File: config.mk
export PLATFORM = sky130hd
export DESIGN_NAME = pc_unit_flat
export DESIGN_NICKNAME = d
export VERILOG_FILES = /design/src/rtl/pc_unit_if.sv /design/src/rtl/pc_unit.sv /design/src/flat_wrapper.sv
export SDC_FILE = /design/constraint.sdc
export NUM_CORES = 1
export LEC_CHECK = 0
export ABC_AREA = 0
export ABC_CLOCK_PERIOD_IN_PS = 8450
export CAP_MARGIN = 0
export CORE_MARGIN = 8
export CORE_UTILIZATION = 40
export DETAILED_ROUTE_END_ITERATION = 7
export PLACE_DENSITY = 0.69
export SLEW_MARGIN = 15
export SYNTH_ARGS = -nofsm -noshare
export SYNTH_HDL_FRONTEND = slang
export SYNTH_SLANG_ARGS = --single-unit
export TNS_END_PERCENT = 100
File: constraint.sdc
create_clock -name clk -period 8.45 [get_ports clk]
set_clock_uncertainty 0.05 [all_clocks]
set_input_delay 0.845 -clock clk [delete_from_list [all_inputs] [get_ports clk]]
set_output_delay 0.845 -clock clk [all_outputs]
set_load 0.05 [all_outputs]
File: src/rtl/pc_unit_if.sv
// Fetch-PC control bus: pipeline requests toward the PC unit and its registered
// fetch address / trap state back.
interface pc_unit_if #(
  parameter int XLEN  = 32,
  parameter int CNT_W = 32
);
  logic             stall;
  logic             redirect_valid;
  logic [XLEN-1:0]  redirect_target;
  logic             trap_req;
  logic             mret_req;
  logic             instr_len16;
  logic             halt_req;
  logic             resume;
  logic [XLEN-1:0]  pc_out;
  logic             pc_valid;
  logic [XLEN-1:0]  epc;
  logic             misalign_fault;
  logic [CNT_W-1:0] retire_cnt;

  modport master (
    output stall, redirect_valid, redirect_target, trap_req, mret_req,
           instr_len16, halt_req, resume,
    input  pc_out, pc_valid, epc, misalign_fault, retire_cnt
  );

  modport slave (
    input  stall, redirect_valid, redirect_target, trap_req, mret_req,
           instr_len16, halt_req, resume,
    output pc_out, pc_valid, epc, misalign_fault, retire_cnt
  );
endinterface

File: src/rtl/pc_unit.sv
// Program counter unit: BOOT/RUN/HALT sequencing, prioritised redirect/trap/mret
// handling, misaligned-target trapping and a retired-instruction counter.
module pc_unit #(
  parameter int              XLEN         = 32,
  parameter logic [XLEN-1:0] RESET_VECTOR = 32'h0000_0000,
  parameter logic [XLEN-1:0] TRAP_VECTOR  = 32'h0000_0100,
  parameter int              C_EXT        = 0,
  parameter int              CNT_W        = 32
) (
  input  logic        clk,
  input  logic        rst,
  pc_unit_if.slave    bus
);
  typedef enum logic [1:0] {S_BOOT, S_RUN, S_HALT} state_t;

  state_t           r_state, w_state_nxt;
  logic [XLEN-1:0]  r_pc, w_pc_nxt;
  logic [XLEN-1:0]  r_epc, w_epc_nxt;
  logic [CNT_W-1:0] r_cnt, w_cnt_nxt;
  logic             r_fault, w_fault_nxt;
  logic             w_misalign;
  logic [XLEN-1:0]  w_inc;

  // Compressed ISA only needs halfword alignment; otherwise word alignment.
  assign w_misalign = (C_EXT != 0) ? bus.redirect_target[0]
                                   : (|bus.redirect_target[1:0]);
  assign w_inc      = ((C_EXT != 0) && bus.instr_len16) ? XLEN'(2) : XLEN'(4);

  always_ff @(posedge clk or posedge rst) begin
    if (rst) begin
      r_state <= S_BOOT;
      r_pc    <= RESET_VECTOR;
      r_epc   <= '0;
      r_cnt   <= '0;
      r_fault <= 1'b0;
    end else begin
      r_state <= w_state_nxt;
      r_pc    <= w_pc_nxt;
      r_epc   <= w_epc_nxt;
      r_cnt   <= w_cnt_nxt;
      r_fault <= w_fault_nxt;
    end
  end

  always_comb begin
    w_state_nxt = r_state;
    w_pc_nxt    = r_pc;
    w_epc_nxt   = r_epc;
    w_cnt_nxt   = r_cnt;
    w_fault_nxt = 1'b0;
    case (r_state)
      S_BOOT: w_state_nxt = S_RUN;
      S_RUN: begin
        if (bus.trap_req) begin
          w_epc_nxt = r_pc;
          w_pc_nxt  = TRAP_VECTOR;
        end else if (bus.mret_req) begin
          w_pc_nxt  = r_epc;
          w_cnt_nxt = r_cnt + CNT_W'(1);
        end else if (bus.redirect_valid) begin
          if (w_misalign) begin
            // Bad target behaves like a trap, flagged for one cycle.
            w_epc_nxt   = r_pc;
            w_pc_nxt    = TRAP_VECTOR;
            w_fault_nxt = 1'b1;
          end else begin
            w_pc_nxt  = bus.redirect_target;
            w_cnt_nxt = r_cnt + CNT_W'(1);
          end
        end else if (bus.halt_req) begin
          w_state_nxt = S_HALT;
        end else if (!bus.stall) begin
          w_pc_nxt  = r_pc + w_inc;
          w_cnt_nxt = r_cnt + CNT_W'(1);
        end
      end
      S_HALT: if (bus.resume) w_state_nxt = S_RUN;
      default: w_state_nxt = S_BOOT;
    endcase
  end

  assign bus.pc_out         = r_pc;
  assign bus.pc_valid       = (r_state == S_RUN);
  assign bus.epc            = r_epc;
  assign bus.misalign_fault = r_fault;
  assign bus.retire_cnt     = r_cnt;
endmodule

File: src/flat_wrapper.sv
// flat-port wrapper written by rule: the top's interface ports become plain ports
module pc_unit_flat 
#(
  parameter int              XLEN         = 32,
  parameter logic [XLEN-1:0] RESET_VECTOR = 32'h0000_0000,
  parameter logic [XLEN-1:0] TRAP_VECTOR  = 32'h0000_0100,
  parameter int              C_EXT        = 0,
  parameter int              CNT_W        = 32
)
  (clk, rst, bus_stall, bus_redirect_valid, bus_redirect_target, bus_trap_req, bus_mret_req, bus_instr_len16, bus_halt_req, bus_resume, bus_pc_out, bus_pc_valid, bus_epc, bus_misalign_fault, bus_retire_cnt);
  pc_unit_if #(.XLEN(XLEN), .CNT_W(CNT_W)) bus_i ();
  input  logic clk;
  input  logic rst;
  input wire logic [$bits(bus_i.stall)-1:0] bus_stall;
  input wire logic [$bits(bus_i.redirect_valid)-1:0] bus_redirect_valid;
  input wire logic [$bits(bus_i.redirect_target)-1:0] bus_redirect_target;
  input wire logic [$bits(bus_i.trap_req)-1:0] bus_trap_req;
  input wire logic [$bits(bus_i.mret_req)-1:0] bus_mret_req;
  input wire logic [$bits(bus_i.instr_len16)-1:0] bus_instr_len16;
  input wire logic [$bits(bus_i.halt_req)-1:0] bus_halt_req;
  input wire logic [$bits(bus_i.resume)-1:0] bus_resume;
  output wire logic [$bits(bus_i.pc_out)-1:0] bus_pc_out;
  output wire logic [$bits(bus_i.pc_valid)-1:0] bus_pc_valid;
  output wire logic [$bits(bus_i.epc)-1:0] bus_epc;
  output wire logic [$bits(bus_i.misalign_fault)-1:0] bus_misalign_fault;
  output wire logic [$bits(bus_i.retire_cnt)-1:0] bus_retire_cnt;
  assign bus_i.stall = bus_stall;
  assign bus_i.redirect_valid = bus_redirect_valid;
  assign bus_i.redirect_target = bus_redirect_target;
  assign bus_i.trap_req = bus_trap_req;
  assign bus_i.mret_req = bus_mret_req;
  assign bus_i.instr_len16 = bus_instr_len16;
  assign bus_i.halt_req = bus_halt_req;
  assign bus_i.resume = bus_resume;
  assign bus_pc_out = bus_i.pc_out;
  assign bus_pc_valid = bus_i.pc_valid;
  assign bus_epc = bus_i.epc;
  assign bus_misalign_fault = bus_i.misalign_fault;
  assign bus_retire_cnt = bus_i.retire_cnt;
  pc_unit #(.XLEN(XLEN), .RESET_VECTOR(RESET_VECTOR), .TRAP_VECTOR(TRAP_VECTOR), .C_EXT(C_EXT), .CNT_W(CNT_W)) u_core (.clk(clk), .rst(rst), .bus(bus_i));
endmodule
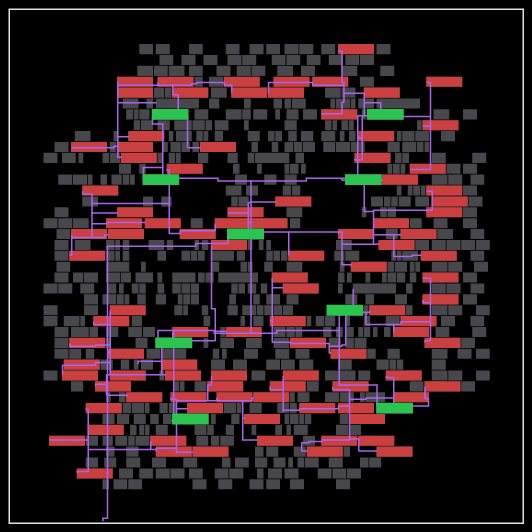
*Clock distribution*
(4 px per um)
clock-net drivers: shown in green, count 9. clock wires: shown in purple, length 1250 um. flip-flops: shown in red, count 99.
There are 10 routed clock nets. Position of the flops: all over the die.
clock group power: 475 uW
clk latency late pin: 0.35 ns
Clock Power Share: 34.2%

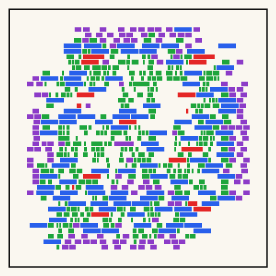
*Cell classes on the final placement*
(2 px per um)
remaining logic cells: shown in green, cells 361, share of their area 37%. registers: shown in blue, cells 99, share of their area 37%. remaining buffers and delay cells: shown in purple, cells 142, share of their area 21%. clock drivers and dummy loads: shown in red, cells 16, share of their area 5.1%.

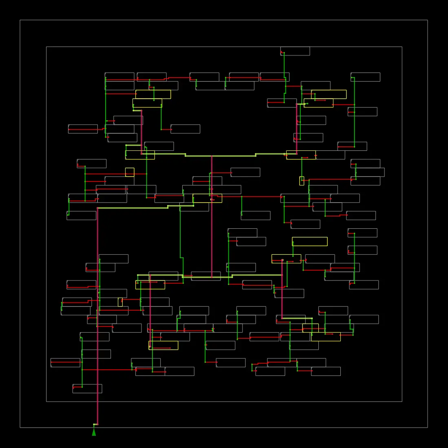
*Clock nets*
Sink Count: 99
total CTS buffers: 9
clock buffer count: 12

==> results.toml <==
# implementation run metrics
[synth]
ys_chip_area_mm2 = 0.00503
yosys.area_share.simple_pct = 18.1
synth-main-ff-cell = "dfrtp_1"
synthAoiAreaFrac_pct = 12.3
common_cells = "dfrtp_1, nand2_1, xnor2_1"
netlist_area_mm2 = 0.00503
synth_seq_share_pct = 49.3
edf_count = 0
ys_sh_adder_pct = 0.498
synth_flops = 99

[die]
fp-utilization_pct = 40.3

[worst_setup_path]
slowest_delay_ns = 0.69
startpoint = "bus_trap_req"
path_class = "in -> reg"
reg2reg_slack_ns = 6.15
reg2reg_from = "u_core.r_state[1]"
worstPathRequired_ns = 8.64
critPathCapture = "u_core.bus.pc_out[20]"
worst-path-stages = 6
worstPathMaxFanout = 24

[clock_tree]
ctsRootBufferMaster = "clkbuf_16"
cts_hold_buf = 0
cts_resized = 0
cts_setup_buffers = 0
cts_max_path_buffers = 2

[global_route]
grt-busiest-layer = "met2"
grtUsageTotal_pct = 18.4
met1_usage_pct = 23.3
first_global_vias = 4367
overflow = 0
grt_pass1_wl_um = 23800

[final_timing]
hold_viol = 0
min_period_ns = 3.33
timing.fmax_mhz = 300
finalSetupViolations = 0
whs_ns = 0.444
fin_crit_sh_pct = 39.4
slew_violations = 0

[cells_and_area]
n_fill_cell = 1101
final_common_cell = "clkdlybuf4s50_1"

[placement]
routabilityCongestion = 0.807

[min_path]
hold_path_class = "reg -> reg"

[outcome]
status = "complete, no violations"

[pwr]
p_seq_uw = 559
swShare_pct = 32.3
power_frac_comb_pct = 25.6
power_density_mw_per_mm2 = 201

[route]
ant_nets = 0
drt-wirelength-per-cell_um = 18.5
drt-met1-wl_um = 6210
initialDrtViolationCount = 435
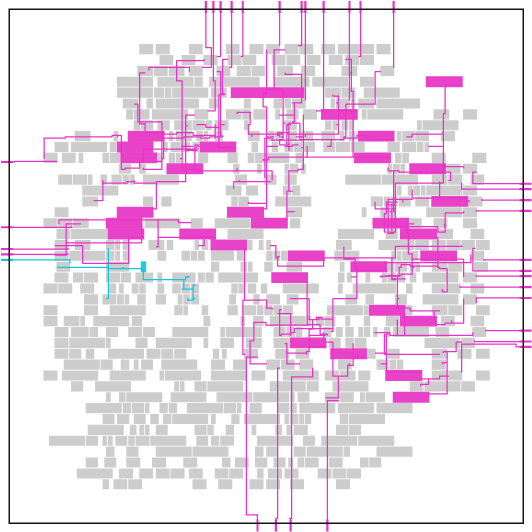
*Port wiring*
(4 px per um)
bus_pc_out: shown in magenta, bits 32, direction output, edge 12 top, 12 right, 4 left, 4 bottom, end cells 32, buffers 32, wire 2180 um. bus_pc_valid: shown in cyan, bits 1, direction output, edge left, end cells 1, buffers 1, wire 77.1 um.
num ports: 139
# port buffers: 137

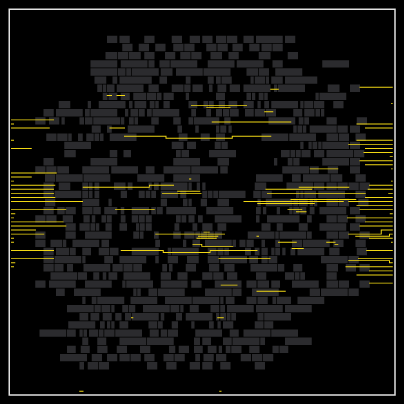
*Signal wires on met3*
(3 px per um)
89 nets have wire on it. The layer carries 1040 um of wire. The layer holds 7.1% of the routed length. The wires run mostly horizontal. The longest straight run is 33.1 um.

-- layout make-up --
type / count / area (um^2) / share of cell area [%]
multi-input combinational: 352 / 2410 / 34.9
clock buffer: 12 / 246 / 3.56
tap: 172 / 215 / 3.11
inverter: 9 / 36.3 / 0.525
timing repair buffer: 142 / 1430 / 20.7
sequential: 99 / 2480 / 35.8
clock inverter: 4 / 97.6 / 1.41
-- metrics by stage --
step	total power [uW]	worst slack (ns)	cell area (um^2)
after global routing	1450	4.89	6920
after detailed placement	922	4.77	6540
final	1390	5.12	6920
after floorplan	787	4.96	5030
after CTS	1400	5.13	6890
after global placement	915	4.81	6540
-- registers in the layout, summed over array words and instances, names as in the netlist --
name and flops:
u_core.bus.pc_out 32, u_core.r_state 2, u_core.bus.misalign_fault 1, u_core.bus.epc 32
u_core.bus.retire_cnt 32
Power figures rest on the tool's default switching activity, not on a simulated workload.
